### config.mk
export PLATFORM = sky130hd
export DESIGN_NAME = mem_stage
export DESIGN_NICKNAME = d
export VERILOG_FILES = /design/src/rtl/mem_stage.sv
export SDC_FILE = /design/constraint.sdc
export NUM_CORES = 1
export LEC_CHECK = 0
export CORE_AREA = 3 3 149 151
export CTS_BUF_LIST = sky130_fd_sc_hd__clkbuf_8
export CTS_CLUSTER_DIAMETER = 50
export DETAILED_ROUTE_END_ITERATION = 8
export DIE_AREA = 0 0 152 154
export GPL_ROUTABILITY_DRIVEN = 0
export PLACE_DENSITY = 0.68
export SYNTH_ARGS = -nofsm -noshare
export SYNTH_HDL_FRONTEND = slang
export SYNTH_SLANG_ARGS = --single-unit
### constraint.sdc
create_clock -name clk -period 2.38 [get_ports clk]
set_clock_uncertainty 0.2 [all_clocks]
set_input_delay 0.476 -clock clk [delete_from_list [all_inputs] [get_ports clk]]
set_output_delay 0.476 -clock clk [all_outputs]
set_load 0.05 [all_outputs]
### src/rtl/mem_stage.sv
// rtl/mem_stage.sv - MIPS32 memory-access stage: single-outstanding bus access, load alignment, LL/SC link bit.
// Define MEM_STAGE_LLSC_EN to enable the LL/SC link bit; otherwise LL acts as LW and SC as SW returning 1.
module mem_stage (
  input  logic        clk,
  input  logic        rst,
  input  logic [3:0]  memop_i,
  input  logic [31:0] memAddr_i,
  input  logic [31:0] storeData_i,
  input  logic [4:0]  writeAddr_i,
  input  logic        writeEnable_i,
  input  logic [31:0] writeData_i,
  input  logic [1:0]  writeHILO_i,
  input  logic [31:0] HI_data_i,
  input  logic [31:0] LO_data_i,
  input  logic        llbitClear_i,
  input  logic        bus_ack_i,
  input  logic [31:0] bus_rdata_i,
  output logic        bus_req_o,
  output logic        bus_we_o,
  output logic [31:0] bus_addr_o,
  output logic [3:0]  bus_sel_o,
  output logic [31:0] bus_wdata_o,
  output logic [4:0]  writeAddr_o,
  output logic        writeEnable_o,
  output logic [31:0] writeData_o,
  output logic [1:0]  writeHILO_o,
  output logic [31:0] HI_data_o,
  output logic [31:0] LO_data_o,
  output logic        stallreq_o
);

  typedef enum logic [1:0] {IDLE, WAIT, DONE} state_t;

  localparam logic [3:0] OP_LB  = 4'd1, OP_LBU = 4'd2, OP_LH = 4'd3, OP_LHU = 4'd4,
                         OP_LW  = 4'd5, OP_SB  = 4'd6, OP_SH = 4'd7, OP_SW  = 4'd8,
                         OP_LL  = 4'd9, OP_SC  = 4'd10;

  state_t      state;
  logic [31:0] rdata_q;
  logic        is_load, is_store, access_op, sc_fail;
  logic [3:0]  sel_c;
  logic [31:0] wdata_c, sc_result;
  logic [7:0]  ld_byte;
  logic [15:0] ld_half;

  always_comb begin
    is_load  = 1'b0;
    is_store = 1'b0;
    sel_c    = 4'b1111;
    wdata_c  = storeData_i;
    case (memop_i)
      OP_LB, OP_LBU, OP_SB: begin
        is_load  = (memop_i != OP_SB);
        is_store = (memop_i == OP_SB);
        wdata_c  = {4{storeData_i[7:0]}};
        case (memAddr_i[1:0])
          2'b00:   sel_c = 4'b1000;
          2'b01:   sel_c = 4'b0100;
          2'b10:   sel_c = 4'b0010;
          default: sel_c = 4'b0001;
        endcase
      end
      OP_LH, OP_LHU, OP_SH: begin
        is_load  = (memop_i != OP_SH);
        is_store = (memop_i == OP_SH);
        wdata_c  = {2{storeData_i[15:0]}};
        sel_c    = memAddr_i[1] ? 4'b0011 : 4'b1100;
      end
      OP_LW, OP_LL: is_load  = 1'b1;
      OP_SW, OP_SC: is_store = 1'b1;
      default: ;
    endcase
  end

`ifdef MEM_STAGE_LLSC_EN
  logic llbit;

  // Clear has priority over the LL set so an exception between LL and SC always breaks the link.
  always_ff @(posedge clk) begin
    if (rst)
      llbit <= 1'b0;
    else if (llbitClear_i)
      llbit <= 1'b0;
    else if (state == DONE && memop_i == OP_LL)
      llbit <= 1'b1;
    else if (state == DONE && memop_i == OP_SC)
      llbit <= 1'b0;
  end

  assign sc_fail   = (memop_i == OP_SC) && !llbit;
  assign sc_result = {31'd0, llbit};
`else
  logic unused_llbit_clear;
  assign unused_llbit_clear = llbitClear_i;
  assign sc_fail   = 1'b0;
  assign sc_result = 32'd1;
`endif

  assign access_op  = (is_load || is_store) && !sc_fail;
  assign stallreq_o = access_op && (state != DONE);

  always_ff @(posedge clk) begin
    if (rst) begin
      state       <= IDLE;
      bus_req_o   <= 1'b0;
      bus_we_o    <= 1'b0;
      bus_addr_o  <= 32'd0;
      bus_sel_o   <= 4'd0;
      bus_wdata_o <= 32'd0;
      rdata_q     <= 32'd0;
    end else begin
      case (state)
        IDLE: if (access_op) begin
          bus_req_o   <= 1'b1;
          bus_we_o    <= is_store;
          bus_addr_o  <= {memAddr_i[31:2], 2'b00};
          bus_sel_o   <= sel_c;
          bus_wdata_o <= wdata_c;
          state       <= WAIT;
        end
        WAIT: if (bus_ack_i) begin
          rdata_q   <= bus_rdata_i;
          bus_req_o <= 1'b0;
          state     <= DONE;
        end
        DONE:    state <= IDLE;
        default: state <= IDLE;
      endcase
    end
  end

  // Big-endian lanes: address offset 0 is the most significant byte.
  always_comb begin
    case (memAddr_i[1:0])
      2'b00:   ld_byte = rdata_q[31:24];
      2'b01:   ld_byte = rdata_q[23:16];
      2'b10:   ld_byte = rdata_q[15:8];
      default: ld_byte = rdata_q[7:0];
    endcase
    ld_half = memAddr_i[1] ? rdata_q[15:0] : rdata_q[31:16];
  end

  always_comb begin
    case (memop_i)
      OP_LB:        writeData_o = {{24{ld_byte[7]}}, ld_byte};
      OP_LBU:       writeData_o = {24'd0, ld_byte};
      OP_LH:        writeData_o = {{16{ld_half[15]}}, ld_half};
      OP_LHU:       writeData_o = {16'd0, ld_half};
      OP_LW, OP_LL: writeData_o = rdata_q;
      OP_SC:        writeData_o = sc_result;
      default:      writeData_o = writeData_i;
    endcase
  end

  assign writeAddr_o   = writeAddr_i;
  assign writeEnable_o = writeEnable_i;
  assign writeHILO_o   = writeHILO_i;
  assign HI_data_o     = HI_data_i;
  assign LO_data_o     = LO_data_i;

endmodule

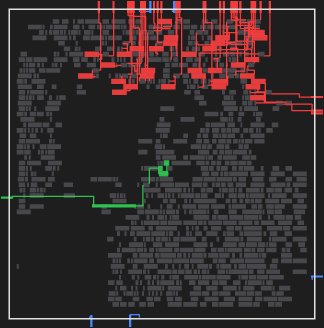
Run 1: I/O nets highlighted
Drawn at 2 px/µm.
- bus_ack_i: green (bits 1; direction input; edge left; end cells 3; wire 107 µm)
- writeAddr_o: blue (bits 5; direction output; edge 2 top, 2 bottom, 1 right; end cells 0; wire 18.5 µm)
- bus_wdata_o: red (bits 32; direction output; edge 29 top, 3 right; end cells 32; wire 1,190 µm)
Port Buffers: 235
io pins: 383

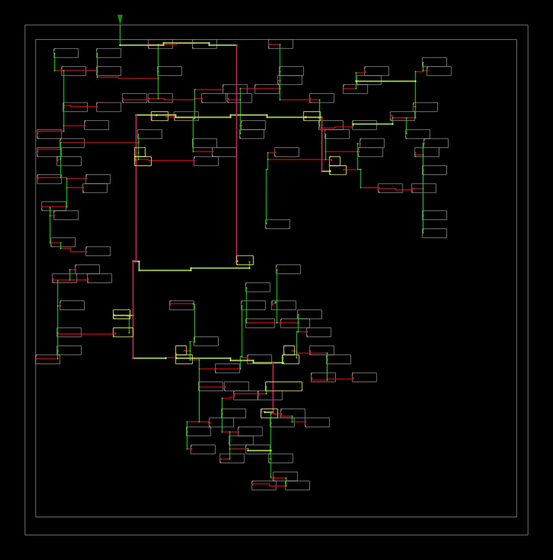
Run 1: clock wiring as the flow saved it
total CTS buffers: 9
clock sink count: 102
flip-flops: 102

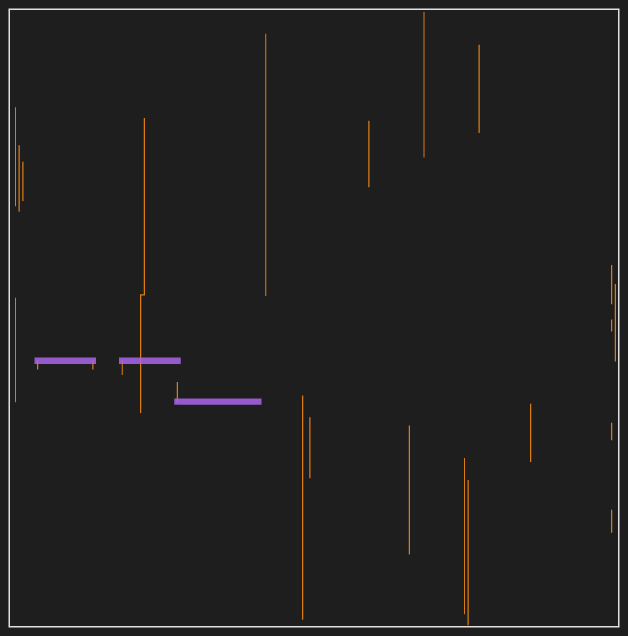
Run 1: metal layers overlaid
Drawn at 4 px/µm. Only two layers are drawn.
- metal 4: orange (wire length 535 µm)
- metal 5: purple (wire length 47.8 µm)
via count: 5,908
drt total wl: 22,130 µm
mean routed wirelength per cell: 18.10 µm

==> results.json, run 1 <==
{
  "status": "finished, violations left",
  "violations": "setup timing",
  "worstHoldPathType": "reg -> reg",
  "top_area_share_pct": 37.52,
  "swShare_pct": 38.14,
  "cts_hold_buffers": 0,
  "overflow": 0,
  "postSynth.asyncResetShare_pct": 0,
  "grt_pass1_wl_um": 33660,
  "seqAreaFraction_pct": 20.65,
  "ant_nets": 0,
  "most_common_cell": "nand2_1",
  "busiest_layer": "met2",
  "ys_seq_share_pct": 37.52,
  "area_dominant_class": "non-clock buffers",
  "synth.largest_area_cell": "dfxtp_1",
  "worstPathRequired_ns": 1.70,
  "core_um2": 20960,
  "r2r-start": "state[1]",
  "seq_power_share_pct": 34.1,
  "fp.dieW_um": 152,
  "clock_buffers": 9,
  "ir_worst_vdd_v": 0.0003508,
  "hold_violations": 0,
  "layout.area.comb_um2": 3382,
  "cpPeakStageDelay_ns": 0.41,
  "leakage_nw": 3.782,
  "regArea_um2": 2049,
  "netlist_area_um2": 5443,
  "simple_gate_share_pct": 19.33,
  "fp_util_pct": 25.97,
  "wl_met3_um": 1679,
  "ys_cells": 714,
  "placedCellCount": 1182,
  "lay_top_count": "clkdlybuf4s50_1",
  "nFillCells": 1949,
  "comb_share_pct": 34.08,
  "syn_area_per_cell_um2": 7.623,
  "comb_cells": 484,
  "reg2reg_slack_ns": 0.74,
  "p_comb_mw": 2.58,
  "p_seq_mw": 1.94,
  "clockNetworkAreaShare_pct": 2.068,
  "taps": 275,
  "crit_start": "memop_i[0]",
  "p_clk_share_pct": 20.5,
  "syn_inst": 714,
  "diodes": 1,
  "xor_share_pct": 0.3218,
  "synthTopCellsByCount": "175 x nand2_1, 103 x a21oi_1, 102 x dfxtp_1",
  "rr_worst_depth": 4,
  "fin_crit_sh_pct": 113.7,
  "m1WireLength_um": 9074,
  "slew-limit-headroom_pct": 62.22,
  "maxPowerGroup": "combinational cells",
  "worstSetupStartpointType": "input port",
  "setup_ws_ns": -0.3268,
  "setup_violations": 32,
  "buf_share_pct": 39.60,
  "netlist_top_cells_area": "dfxtp_1 38%, nand2_1 12%, buf_4 12%",
  "internal_power_mw": 3.511,
  "cts.clk_slew.worst_paths_ns": 0.09,
  "post-route-util_pct": 47.36,
  "met2_usage_pct": 29.76,
  "grt_start_max_net_pins": 44,
  "topRoutingLayerUsed": "met5",
  "yosys-stat-area_um2": 5443,
  "synth-compound-area-share_pct": 22.37,
  "hold_start": "bus_addr_o[26]",
  "path_max_fanout": 6,
  "p_comb_share_pct": 45.4,
  "place_area_um2": 9040,
  "postLayoutCellArea_um2": 9925,
  "yosysWarnings": 0,
  "switchingPower_mw": 2.165,
  "p_per_area_nw_per_um2": 571.9,
  "chipArea_um2": 23410,
  "final_nets": 1151,
  "worst-path-buf-inv": 5,
  "tns_ns": -9.245,
  "crit_type": "in -> out",
  "whs_endpoint": "bus_addr_o[26]",
  "warnings": 30,
  "drv_cap": 0,
  "grt_pass1_vias": 5949
}
Run 1, close-up of the layout:
Window x 104 to 124, y 106 to 126 µm. Cells in gray, sequential cells in the stronger gray; small squares are vias.
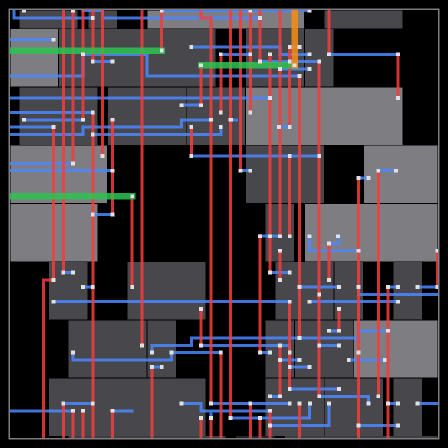

==> run 2, diff against run 1 <==
- CORE_AREA: 3 3 149 151 -> 3 3 147 149
- DIE_AREA: 0 0 152 154 -> 0 0 150 152
- PLACE_DENSITY: 0.68 -> 0.67
- clock period: 2.38 -> 3.1 ns (I/O delays scaled with it)
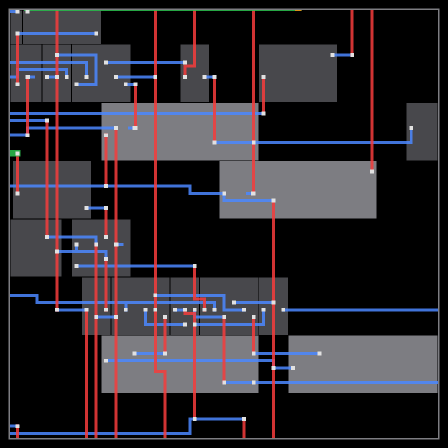
Run 2: close-up of the layout
Window x 102 to 122, y 104 to 124 µm. Cells in gray, sequential cells in the stronger gray; small squares are vias.
- metal 3: green
- metal 1: blue
- metal 4: orange
- metal 2: red
- netlist names of flops here include: bus_wdata_o (4)
- most frequent: dfxtp_1 (4), clkdlybuf4s50_1 (4)
- cells with their middle in the window: 18
- sequential cells in the window: 4

==> run 2 against run 1 <==
Compared with the run above:
- the run now ends clean
- total power is 27% lower
- sequential power is 23% lower
- clock power is 23% lower
- clock-buffer cell count is 1 higher
- area after synthesis stayed put
- sequential share of layout area is 2.5 points higher
- first-iteration DRC count is 2.3% higher
- non-clock buffer count is 54 lower
==> results.json, run 2 <==
{
  "status": "finished, final reports clean",
  "post-route-util_pct": 43.53,
  "busiest_layer": "met2",
  "drt-wirelength-per-cell_um": 17.29,
  "seqAreaFraction_pct": 23.11,
  "fin_crit_sh_pct": 98.00,
  "netlist_top_cells_area": "dfxtp_1 38%, nand2_1 12%, buf_4 12%",
  "syn_inst": 714,
  "area_dominant_class": "non-clock buffers",
  "io_buffers": 235,
  "taps": 270,
  "internal_power_mw": 2.585,
  "place_area_um2": 8298,
  "grt_pass1_vias": 5550,
  "overflow": 0,
  "ir_worst_vdd_v": 0.0002274,
  "p_per_area_nw_per_um2": 469.1,
  "whs_endpoint": "bus_addr_o[26]",
  "ios": 383,
  "drt-total-wl_um": 20140,
  "p_seq_mw": 1.50,
  "netlist_area_um2": 5443,
  "postSynth.asyncResetShare_pct": 0,
  "synth-compound-area-share_pct": 22.37,
  "reg2reg_slack_ns": 1.43,
  "simple_gate_share_pct": 19.33,
  "xor_share_pct": 0.3218,
  "crit_type": "in -> out",
  "worstHoldPathType": "reg -> reg",
  "maxPowerGroup": "combinational cells",
  "regArea_um2": 2042,
  "yosys-stat-area_um2": 5443,
  "buf_share_pct": 37.10,
  "comb_share_pct": 33.49,
  "cts_hold_buffers": 0,
  "top_area_share_pct": 37.52,
  "drv_cap": 0,
  "chipArea_um2": 22800,
  "grt_pass1_wl_um": 31080,
  "comb_cells": 484,
  "clockNetworkAreaShare_pct": 2.322,
  "flops": 102,
  "synth.largest_area_cell": "dfxtp_1",
  "met2_usage_pct": 27.23,
  "layout.area.comb_um2": 2959,
  "placedCellCount": 1140,
  "yosysWarnings": 0,
  "hold_violations": 0,
  "fp.dieW_um": 150,
  "ant_nets": 0,
  "topRoutingLayerUsed": "met5"
}
Run 2, signal wires on met2:
Drawn at 2 px/µm.
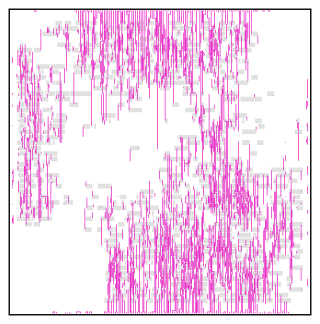

==> run 3, diff against run 2 <==
- PLACE_DENSITY: 0.67 -> unset
- PLACE_DENSITY_LB_ADDON: unset -> 0.12
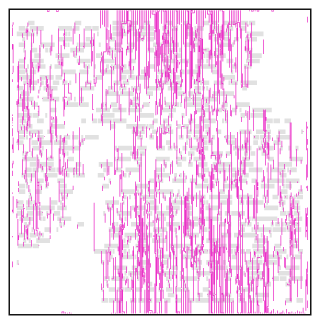
Run 3: signal wires on met2
Drawn at 2 px/µm.
- main direction: vertical
- longest straight run: 60.2 µm
drt total wl: 21,120 µm
via count: 5,525
grt met2 use: 27.58%

==> run 3 against run 2 <==
Compared with the run above:
- die area unchanged
- highest routed layer unchanged
- area after synthesis stayed put
- critical path type unchanged
- routed wire length rose by 4.9%
- critical endpoint is now writeData_o[30]
- largest cell class unchanged
- combinational power is 3% lower
==> results.json, run 3 <==
{
  "layout.area.comb_um2": 2853,
  "fin_crit_sh_pct": 97.48,
  "place_area_um2": 8391,
  "grt_pass1_vias": 5551,
  "postLayoutCellArea_um2": 8746,
  "synth-compound-area-share_pct": 22.37,
  "post-route-util_pct": 43.08,
  "cts_buffers": 9,
  "comb_share_pct": 32.62,
  "reg2reg_slack_ns": 1.45,
  "buf_share_pct": 37.95,
  "seqAreaFraction_pct": 23.35,
  "setup_ws_ns": 0.07825,
  "grt_start_max_net_pins": 48,
  "rr_worst_depth": 4,
  "status": "finished, final reports clean",
  "internal_power_mw": 2.451,
  "ys_seq_share_pct": 37.52,
  "cts_hold_buffers": 0,
  "ios": 383,
  "hold_start": "bus_addr_o[20]",
  "lay_top_count": "clkdlybuf4s50_1",
  "chipArea_um2": 22800,
  "ys_cells": 714,
  "flops": 102,
  "fp_util_pct": 26.81,
  "syn_inst": 714,
  "netlist_top_cells_area": "dfxtp_1 38%, nand2_1 12%, buf_4 12%",
  "ir_worst_vdd_v": 0.0002827,
  "syn_area_per_cell_um2": 7.623,
  "netlist_area_um2": 5443,
  "area_dominant_class": "non-clock buffers",
  "taps": 270,
  "path_max_fanout": 8,
  "drv_cap": 0,
  "final_nets": 1118,
  "postSynth.asyncResetShare_pct": 0,
  "seq_power_share_pct": 37.2,
  "diodes": 1,
  "m1WireLength_um": 9367,
  "p_comb_mw": 1.71,
  "top_area_share_pct": 37.52,
  "regArea_um2": 2042,
  "p_comb_share_pct": 42.5,
  "wl_met3_um": 1545,
  "xor_share_pct": 0.3218,
  "clockNetworkAreaShare_pct": 2.060,
  "topRoutingLayerUsed": "met5",
  "simple_gate_share_pct": 19.33
}
Power is estimated from default activity; no workload was simulated.
